[config.mk]
export PLATFORM = sky130hd
export DESIGN_NAME = tdm_demux_four
export DESIGN_NICKNAME = d
export VERILOG_FILES = /design/src/rtl/tdm_demux_four.sv
export SDC_FILE = /design/constraint.sdc
export NUM_CORES = 1
export LEC_CHECK = 0
export ABC_AREA = 0
export CAP_MARGIN = 20
export CELL_PAD_IN_SITES_DETAIL_PLACEMENT = 2
export CELL_PAD_IN_SITES_GLOBAL_PLACEMENT = 2
export CORE_ASPECT_RATIO = 0.8
export CORE_MARGIN = 2
export CORE_UTILIZATION = 28
export DETAILED_ROUTE_END_ITERATION = 6
export PLACE_DENSITY_LB_ADDON = 0.1
export SYNTH_ARGS = -nofsm -noshare
export SYNTH_HDL_FRONTEND = slang
export SYNTH_SLANG_ARGS = --single-unit
[constraint.sdc]
create_clock -name clk -period 1.8 [get_ports clk]
set_clock_uncertainty 0.1 [all_clocks]
set_input_delay 0.18 -clock clk [delete_from_list [all_inputs] [get_ports clk]]
set_output_delay 0.18 -clock clk [all_outputs]
set_load 0.02 [all_outputs]
[src/rtl/tdm_demux_four.sv]
// -----------------------------------------------------------------------------
// tdm_demux_four
//
// Purpose:
//   Splits a serial time-division word stream into four channel holding
//   registers. A start-of-frame marker aligns the stream to slot 0. Each
//   completed four-word frame is also copied into an aligned frame shadow
//   register.
//
// Configuration macro:
//   TDM_DEMUX_STRICT_SOF_EN
//     defined   : in LOCK, a word at slot 0 without in_sof is an alignment
//                 error. The block pulses sync_err, drops the word and returns
//                 to HUNT.
//     undefined : that word is taken as slot 0 (free-running framing).
//
// Ports:
//   clk          in   rising-edge clock
//   rst_n        in   asynchronous active-low reset
//   in_valid     in   in_data/in_sof carry a word this cycle
//   in_data      in   WIDTH-bit serial word
//   in_sof       in   start of frame (word is slot 0); ignored when !in_valid
//   ch_data      out  4 x WIDTH channel holding registers, channel k at [k*WIDTH +: WIDTH]
//   ch_valid     out  one-cycle strobe per channel update (one-hot or zero)
//   frame_data   out  4 x WIDTH aligned frame shadow, same layout as ch_data
//   frame_valid  out  one-cycle strobe, frame_data was updated
//   locked       out  high while in LOCK (this is the FSM state)
//   sync_err     out  one-cycle strobe on a frame alignment violation
//
// Handshake: valid-only input, with no backpressure. A word is consumed on
// every rising edge where in_valid=1. All outputs are registered and appear
// one cycle after the accepting edge.
// -----------------------------------------------------------------------------
module tdm_demux_four #(
    parameter int WIDTH = 8
) (
    input  logic                 clk,
    input  logic                 rst_n,
    input  logic                 in_valid,
    input  logic [WIDTH-1:0]     in_data,
    input  logic                 in_sof,
    output logic [4*WIDTH-1:0]   ch_data,
    output logic [3:0]           ch_valid,
    output logic [4*WIDTH-1:0]   frame_data,
    output logic                 frame_valid,
    output logic                 locked,
    output logic                 sync_err
);

    typedef enum logic {
        ST_HUNT = 1'b0,
        ST_LOCK = 1'b1
    } state_e;

    state_e               state_q, state_d;
    logic [1:0]           slot_q, slot_d;
    logic [4*WIDTH-1:0]   ch_data_q, ch_data_d;
    logic [4*WIDTH-1:0]   frame_data_q, frame_data_d;
    logic [3:0]           ch_valid_q, ch_valid_d;
    logic                 frame_valid_q, frame_valid_d;
    logic                 sync_err_q, sync_err_d;

    // Decoded per-word decision: whether the word is stored, and which slot
    // receives it.
    logic                 accept;
    logic [1:0]           wr_slot;

    always_ff @(posedge clk or negedge rst_n) begin
        if (!rst_n) begin
            state_q       <= ST_HUNT;
            slot_q        <= 2'd0;
            ch_data_q     <= '0;
            frame_data_q  <= '0;
            ch_valid_q    <= 4'd0;
            frame_valid_q <= 1'b0;
            sync_err_q    <= 1'b0;
        end else begin
            state_q       <= state_d;
            slot_q        <= slot_d;
            ch_data_q     <= ch_data_d;
            frame_data_q  <= frame_data_d;
            ch_valid_q    <= ch_valid_d;
            frame_valid_q <= frame_valid_d;
            sync_err_q    <= sync_err_d;
        end
    end

    always_comb begin
        state_d       = state_q;
        slot_d        = slot_q;
        ch_data_d     = ch_data_q;
        frame_data_d  = frame_data_q;
        ch_valid_d    = 4'd0;
        frame_valid_d = 1'b0;
        sync_err_d    = 1'b0;
        accept        = 1'b0;
        wr_slot       = slot_q;

        if (in_valid) begin
            case (state_q)
                ST_HUNT: begin
                    // Only an sof word can establish alignment. Other words are dropped.
                    if (in_sof) begin
                        accept  = 1'b1;
                        wr_slot = 2'd0;
                        state_d = ST_LOCK;
                    end
                end
                ST_LOCK: begin
                    if (in_sof) begin
                        // sof away from slot 0 is a resync. The partial frame is
                        // abandoned, and because wr_slot is 0 no frame strobe
                        // can fire for it.
                        accept     = 1'b1;
                        wr_slot    = 2'd0;
                        sync_err_d = (slot_q != 2'd0);
                    end else if (slot_q == 2'd0) begin
`ifdef TDM_DEMUX_STRICT_SOF_EN
                        sync_err_d = 1'b1;
                        state_d    = ST_HUNT;
                        slot_d     = 2'd0;
`else
                        accept     = 1'b1;
                        wr_slot    = 2'd0;
`endif
                    end else begin
                        accept  = 1'b1;
                        wr_slot = slot_q;
                    end
                end
                default: state_d = ST_HUNT;
            endcase
        end

        if (accept) begin
            slot_d = wr_slot + 2'd1;
            ch_data_d[wr_slot*WIDTH +: WIDTH] = in_data;
            ch_valid_d[wr_slot] = 1'b1;
            // Slots 0-2 of this frame are already in ch_data_q: each one was
            // written at least one edge before slot 3 can be accepted.
            if (wr_slot == 2'd3) begin
                frame_valid_d = 1'b1;
                frame_data_d  = {in_data, ch_data_q[3*WIDTH-1:0]};
            end
        end
    end

    assign ch_data     = ch_data_q;
    assign ch_valid    = ch_valid_q;
    assign frame_data  = frame_data_q;
    assign frame_valid = frame_valid_q;
    assign sync_err    = sync_err_q;
    assign locked      = (state_q == ST_LOCK);

endmodule
Figure 1. Pin map (run 1).
Scale bar: 20 um. Pins as bars across the die edge, other pins in gray.
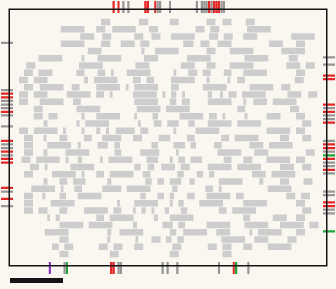
green -> ch_valid  # pins 4, direction output, edge 2 east, 2 south
red -> ch_data  # pins 32, direction output, edge 11 east, 9 north, 9 west, 3 south
purple -> rst_n  # pins 1, direction input, edge south

Figure 2. Clock nets (run 1).
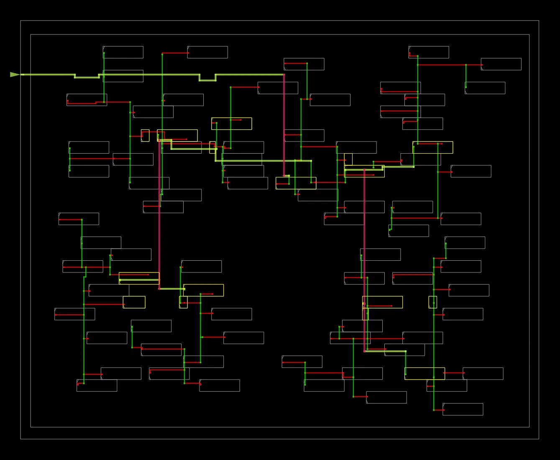
clock buffer count: 12
Clock Sink Count: 72

Figure 3. Gate families picked out (run 1).
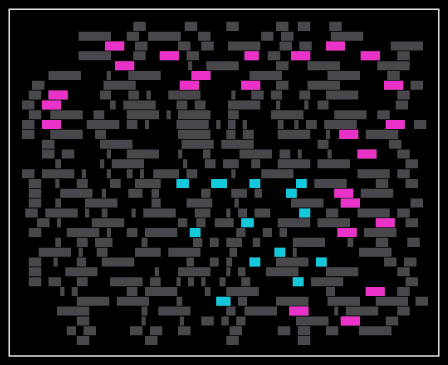
cyan -> AND-OR and OR-AND gates  # cells 13
magenta -> multiplexers  # cells 24, where all over the die

==> flow_summary.json, run 1 <==
{
  "run_status": "complete, no violations",
  "yosys.area_share.xor_xnor_pct": 0,
  "crit_family": "buffers and inverters",
  "intPower_mw": 4.88,
  "via_per_inst": 4.54,
  "routedWlPerCell_um": 17.8,
  "clkLatencyLatePin_ns": 0.33,
  "use_met1_pct": 22.2,
  "synth.top_cell.area_share_pct": 61.3,
  "cts_setup_buffers": 0,
  "p_per_area_nw_per_um2": 1720,
  "critPathLaunch": "locked",
  "die_w_um": 119,
  "clk-power_mw": 1.60,
  "largest_cell_class": "sequential cells",
  "yosys.stat.seqShare_pct": 61.3,
  "final_cells": 463,
  "drive_gt1_share_pct": 22.6,
  "dieArea_um2": 11300,
  "syn-num-nets": 231,
  "tritoncts": "done",
  "n_all_inverters": 12,
  "seq_share_pct": 41.5,
  "use_met3_pct": 4.55,
  "ys_top_logic_family": "AND-OR/OR-AND gates",
  "path_clk_slew_ns": 0.05,
  "worst-path-buf-inv": 2,
  "topCellsByArea": "dfrtp_1 (61%), mux2_4 (12%), o2bb2ai_1 (7.1%), nand2_1 (4.1%), ha_1 (2.6%)",
  "start_kind": "flop",
  "area.sequential_um2": 1800,
  "clk_share_pct": 6.14,
  "taps": 140,
  "fmax_mhz": 583,
  "pwr-share-clk_pct": 21.4,
  "grt_max_degree": 41,
  "setup_violations": 0,
  "final_util_pct": 42.4,
  "r2r-start": "slot_q[1]",
  "edf_count": 0,
  "holdWs_ns": 0.124,
  "firstDrtPassIters": 4,
  "buffers": 103,
  "place_inst": 446,
  "fp_util_pct": 28.7,
  "top_usage_layer": "met2",
  "syn_to_final_growth_pct": 47.7,
  "worstPathCellList": "buf_4 > clkdlybuf4s50_1",
  "die_y_um": 95.7,
  "routabilityCongestion": 0.816,
  "place_area_um2": 4040,
  "sh_comb_area_pct": 23.8,
  "port_buffers": 82,
  "fin_crit_sh_pct": 95.3,
  "logic_gate_count": 120,
  "num_rows": 33,
  "drt_wl_total_um": 8250,
  "crit_end": "locked",
  "slowest_stage": "clkdlybuf4s50_1",
  "top_layer": "met4",
  "drtIter0Drc": 57,
  "top_area_cell": "dfrtp_1",
  "grt_use_met2_pct": 24.0,
  "compound_area_share_pct": 13.3,
  "ff_count": 72,
  "clockBufferDepth": 2,
  "syn_inst": 213,
  "p_leak_nw": 1.91,
  "grt_setup_unrepaired": "yes",
  "cts_hold_buf": 1,
  "track_usage_pct": 15.9,
  "grt_pass1_wl_um": 13600,
  "ant_nets": 0,
  "hold_class": "primary input to async pin",
  "syn_area_um2": 2940,
  "drcViolationCount": 0,
  "grt_antenna_before_repair": 0,
  "hold_viol_final": 0,
  "maxCapViolCount": 0,
  "p_comb_share_pct": 43.0,
  "report.final.slew_viol_count": 0,
  "vias": 2100,
  "critPathCaptureType": "output port",
  "fillCellCount": 1051,
  "worst-path-stages": 2,
  "crit_fanout": 8,
  "wl_met2_um": 3660,
  "layout_top_cell": "clkdlybuf4s50_1",
  "critPathKind": "flop to output port",
  "warnings": 32,
  "gr-total-overflow": 0,
  "synth.area.mux_share_pct": 12.1,
  "vdd_drop_max_uv": 677,
  "r2r_end": "frame_data[10]",
  "ys_sh_simple_pct": 6.43,
  "coreArea_um2": 10200,
  "grt_pass1_vias": 2314,
  "r2r_slack_ns": 0.14,
  "synthTopCellsByCount": "dfrtp_1 (72), nand2_1 (32), o2bb2ai_1 (24)",
  "ys.flop_type": "dfrtp_1",
  "cts_repair_resize_count": 0,
  "setup_slack_ns": 0.0842,
  "num_antenna_cells": 0,
  "worst_pin_slew_ns": 0.328,
  "p_seq_share_pct": 35.6,
  "clockRootBuffer": "clkbuf_16",
  "htreeDepth": 3,
  "ys_cells": 213,
  "fin_crit_ns": 1.72,
  "setup_tns_ns": 0,
  "wl_met3_um": 359
}
==> inputs of run 2 (changes only) <==
- PLACE_DENSITY: not set -> 0.78
- PLACE_DENSITY_LB_ADDON: 0.1 -> not set
- clock period: 1.8 -> 1.55 ns (I/O delays scaled with it)
Figure 4. Wire density map (run 2).
The die is cut into 24 by 19 equal tiles; white is low, dark blue is high, scaled to the fullest tile. Values are wire area over tile area, all layers added.
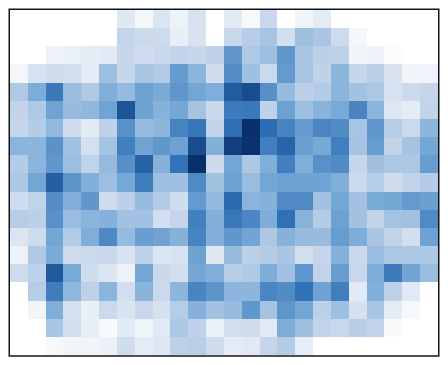
densest ninth of the die = center
tiles over half the peak = 25%
mean over tiles = 0.15
fullest tile = 0.43
nearly empty tiles = 10%
Total Wirelength: 11000 um
WL/cell: 23.0 um
via count: 2262
Total GRT Usage: 19.1%

==> run 2 against run 1 <==
  * The flow now finishes with violations (setup timing)
  * Global-route usage up 3.1 points
  * Sequential power grew 19%
  * Largest power group unchanged
  * Synthesized area unchanged
  * Critical path type is now flop to flop
  * Final cell count up 2.8%
  * Critical path depth rose by 5
  * Register-to-register slack got worse by 0.26 ns
  * Via count is 7.7% higher
==> flow_summary.json, run 2 <==
{
  "synth.area.mux_share_pct": 12.1,
  "maxCapViolCount": 0,
  "path_clk_slew_ns": 0.06,
  "syn_inst": 213,
  "layout_top_cell": "dfrtp_1",
  "logic_gate_count": 120,
  "final_util_pct": 48.3,
  "synthTopCellsByCount": "dfrtp_1 (72), nand2_1 (32), o2bb2ai_1 (24)",
  "fp_util_pct": 28.7,
  "clkbuf_count": 11,
  "htreeDepth": 3,
  "top_usage_layer": "met2",
  "fin_crit_ns": 1.67,
  "clockRootBuffer": "clkbuf_16",
  "cts_repair_resize_count": 116,
  "vdd_drop_max_uv": 729,
  "taps": 140,
  "p_leak_nw": 2.46,
  "grt_pass1_vias": 2649,
  "setup_slack_ns": -0.121,
  "clk_share_pct": 7.01,
  "p_comb_share_pct": 42.5,
  "topCellsByArea": "dfrtp_1 (61%), mux2_4 (12%), o2bb2ai_1 (7.1%), nand2_1 (4.1%), ha_1 (2.6%)",
  "hold_viol_final": 0,
  "grt_use_met2_pct": 32.4,
  "fmax_mhz": 598,
  "grt_pass1_wl_um": 16100,
  "crit_fanout": 8,
  "syn_to_final_growth_pct": 68.2,
  "buffers": 116,
  "cts_setup_buffers": 8,
  "syn-num-nets": 231,
  "die_y_um": 95.7,
  "start_kind": "flop",
  "wl_met2_um": 5760,
  "largest_cell_class": "sequential cells",
  "cts_sinks": 72,
  "setup_tns_ns": -1.81,
  "crit_family": "AND-OR/OR-AND gates",
  "use_met1_pct": 24.2,
  "run_status": "finished, violations left",
  "clkLatencyLatePin_ns": 0.34,
  "holdWs_ns": 0.196,
  "critPathKind": "flop to flop",
  "seq_share_pct": 36.5,
  "clockBufferDepth": 2,
  "crit_end": "ch_data[8]",
  "ff_count": 72,
  "compound_area_share_pct": 13.3,
  "top_layer": "met4",
  "worstPathCellList": "and2_4 > buf_6 > inv_4 > ha_4 > o211a_4 > nand2_2 > o2bb2ai_4",
  "pwr-share-clk_pct": 25.0,
  "critPathCaptureType": "flop",
  "grt_setup_unrepaired": "yes",
  "worst_pin_slew_ns": 0.463,
  "place_area_um2": 4070,
  "area.sequential_um2": 1800,
  "drcViolationCount": 0,
  "violations": "setup timing",
  "critPathLaunch": "slot_q[1]",
  "routabilityCongestion": 0.747,
  "report.final.slew_viol_count": 0,
  "num_antenna_cells": 0,
  "setup_violations": 38,
  "fillCellCount": 1012,
  "hold_class": "primary input to async pin",
  "edf_count": 0,
  "r2r_end": "ch_data[8]",
  "worst-path-stages": 7,
  "yosys.stat.seqShare_pct": 61.3,
  "ant_nets": 0,
  "p_per_area_nw_per_um2": 1970,
  "cts_hold_buf": 1,
  "r2r-start": "slot_q[1]",
  "synth.top_cell.area_share_pct": 61.3,
  "port_buffers": 82,
  "wl_met3_um": 476,
  "fin_crit_sh_pct": 108,
  "drtIter0Drc": 70,
  "intPower_mw": 6.18,
  "r2r_slack_ns": -0.12,
  "place_inst": 446,
  "via_per_inst": 4.75
}
==> inputs of run 3 (changes only) <==
- SLEW_MARGIN: not set -> 15
Figure 5. Pin map (run 3).
Scale bar: 20 um. Pins as bars across the die edge, other pins in gray.
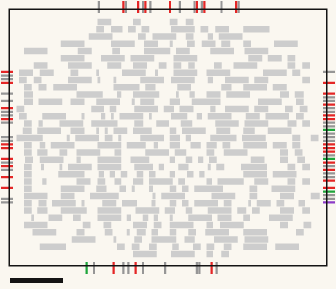
red -> ch_data  # pins 32, direction output, edge 12 east, 10 west, 7 north, 3 south
green -> ch_valid  # pins 4, direction output, edge 3 east, 1 south
purple -> rst_n  # pins 1, direction input, edge east
all pins by edge = 32 east, 23 west, 16 north, 12 south

==> run 3 against run 2 <==
  * The run still ends with setup timing left
  * Worst setup slack unchanged
  * Clock power about the same
  * Wire length unchanged
  * Via count unchanged
  * Final cell count unchanged
  * Critical path type unchanged
  * Largest power group unchanged
==> flow_summary.json, run 3 <==
{
  "holdWs_ns": 0.196,
  "worstPathCellList": "and2_4 > buf_6 > inv_4 > ha_4 > o211a_4 > nand2_2 > o2bb2ai_4",
  "crit_end": "ch_data[8]",
  "start_kind": "flop",
  "critPathLaunch": "slot_q[1]",
  "syn_inst": 213,
  "synth.area.mux_share_pct": 12.1,
  "yosys.stat.seqShare_pct": 61.3,
  "syn-num-nets": 231,
  "p_comb_share_pct": 42.5,
  "hold_class": "primary input to async pin",
  "grt_use_met2_pct": 32.4,
  "critPathKind": "flop to flop",
  "top_area_cell": "dfrtp_1",
  "drive_gt1_share_pct": 39.0,
  "top_layer": "met4",
  "hpwl_um": 6510,
  "edf_count": 0,
  "fin_nets": 349,
  "synth.top_cell.area_share_pct": 61.3,
  "use_met3_pct": 4.90,
  "fp_util_pct": 28.7,
  "p_per_area_nw_per_um2": 1970,
  "final_cells": 476,
  "seq_share_pct": 36.5,
  "r2r-start": "slot_q[1]",
  "clkLatencyLatePin_ns": 0.34,
  "wl_met3_um": 476,
  "drcViolationCount": 0,
  "cts_sinks": 72,
  "track_usage_pct": 19.1,
  "port_buffers": 82,
  "ant_nets": 0,
  "via_per_inst": 4.75,
  "ys_sh_simple_pct": 6.43,
  "vias": 2262,
  "cp.required_ns": 1.71,
  "maxCapViolCount": 0,
  "io_pins": 83,
  "dieArea_um2": 11300,
  "ys_cells": 213,
  "relSlewSlack_pct": 69.0,
  "n_all_inverters": 12,
  "slowest_stage": "dfrtp_1",
  "drt_wl_total_um": 11000,
  "num_rows": 33,
  "sh_comb_area_pct": 29.3,
  "fin_crit_ns": 1.67,
  "final_util_pct": 48.3,
  "p_seq_mw": 3.17,
  "ys.flop_type": "dfrtp_1",
  "critPathCaptureType": "flop",
  "place_inst": 446,
  "bufAreaShareNonClock_pct": 22.4,
  "report.final.slew_viol_count": 0,
  "p_total_mw": 9.76,
  "r2r_slack_ns": -0.12,
  "worst_pin_slew_ns": 0.463,
  "crit_family": "AND-OR/OR-AND gates",
  "logic_gate_count": 120,
  "cts_repair_resize_count": 116,
  "grt_antenna_before_repair": 0,
  "fmax_mhz": 598,
  "routedWlPerCell_um": 23.0,
  "p_leak_nw": 2.46,
  "violations": "setup timing",
  "wl_met2_um": 5760,
  "ff_count": 72,
  "powerComb_mw": 4.15,
  "yosys.area_share.xor_xnor_pct": 0,
  "fin_crit_sh_pct": 108,
  "use_met1_pct": 24.2,
  "largest_cell_class": "sequential cells",
  "grt_max_degree": 32,
  "cts_setup_buffers": 8,
  "p_seq_share_pct": 32.5,
  "p_switching_mw": 3.58,
  "synthTopCellsByCount": "dfrtp_1 (72), nand2_1 (32), o2bb2ai_1 (24)",
  "r2r_end": "ch_data[8]",
  "topCellsByArea": "dfrtp_1 (61%), mux2_4 (12%), o2bb2ai_1 (7.1%), nand2_1 (4.1%), ha_1 (2.6%)",
  "tritoncts": "done",
  "grt_pass1_wl_um": 16100,
  "taps": 140,
  "pre_cts_slack_ns": -0.598,
  "clockRootBuffer": "clkbuf_16",
  "buffers": 116,
  "fin_area_um2": 4950,
  "ys.flops": 72,
  "clk_share_pct": 7.01,
  "grt_pass1_vias": 2649,
  "num_antenna_cells": 0,
  "ys_top_logic_family": "AND-OR/OR-AND gates",
  "ff2ff_path_depth": 7,
  "numCtsBuffers": 9,
  "clkbuf_count": 11,
  "clockBufferDepth": 2,
  "run_status": "finished, violations left",
  "compound_area_share_pct": 13.3,
  "hold_viol_final": 0,
  "syn_area_um2": 2940,
  "yosys-stat-area_um2": 2940,
  "drtIter0Drc": 70,
  "fillCellCount": 1012,
  "firstDrtPassIters": 4,
  "area.sequential_um2": 1800,
  "path_clk_slew_ns": 0.06,
  "intPower_mw": 6.18,
  "cts_hold_buf": 1,
  "routabilityCongestion": 0.747,
  "die_y_um": 95.7,
  "syn_to_final_growth_pct": 68.2,
  "place_area_um2": 4070,
  "gr-total-overflow": 0,
  "setup_tns_ns": -1.81,
  "layout_top_cells": "dfrtp_1 (71), dlygate4sd2_1 (70), mux2_4 (24)",
  "top_usage_layer": "met2",
  "pwr-share-clk_pct": 25.0,
  "setup_violations": 38,
  "die_w_um": 119,
  "setup_slack_ns": -0.121,
  "warnings": 34,
  "vdd_drop_max_uv": 729,
  "ys_types": 24,
  "htreeDepth": 3,
  "top_power_group": "combinational logic",
  "clk-power_mw": 2.44,
  "worst-path-buf-inv": 2,
  "worst-path-stages": 7,
  "crit_fanout": 8,
  "drt-met1-wl_um": 4640,
  "grt_setup_unrepaired": "yes",
  "layout_top_cell": "dfrtp_1",
  "coreArea_um2": 10200
}

==> layout pictures side by side <==
Layout detail.
Scale bar: 5 um. Window x 49 to 69, y 57 to 77 um. Cells in gray, sequential cells in the stronger gray; small squares are vias.
image #1
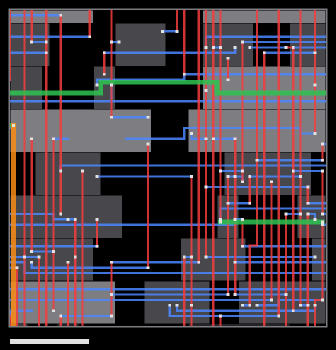
image #2
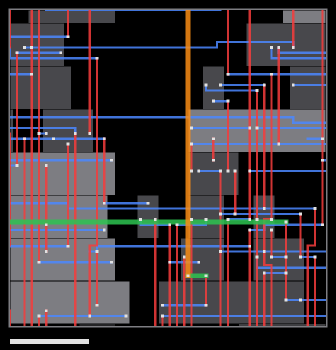
Run 1 is image #2.
Run 3 is image #1.

Key to image #2:
blue -> met1
orange -> met4
green -> met3
red -> met2
cells with their middle in the window = 17
most frequent = dfrtp_1 (5), nand2_1 (3), o2bb2ai_1 (3)
netlist names of flops here include = ch_data (4), frame_data (1)
sequential cells in the window = 5

Power and IR drop assume default switching activity.
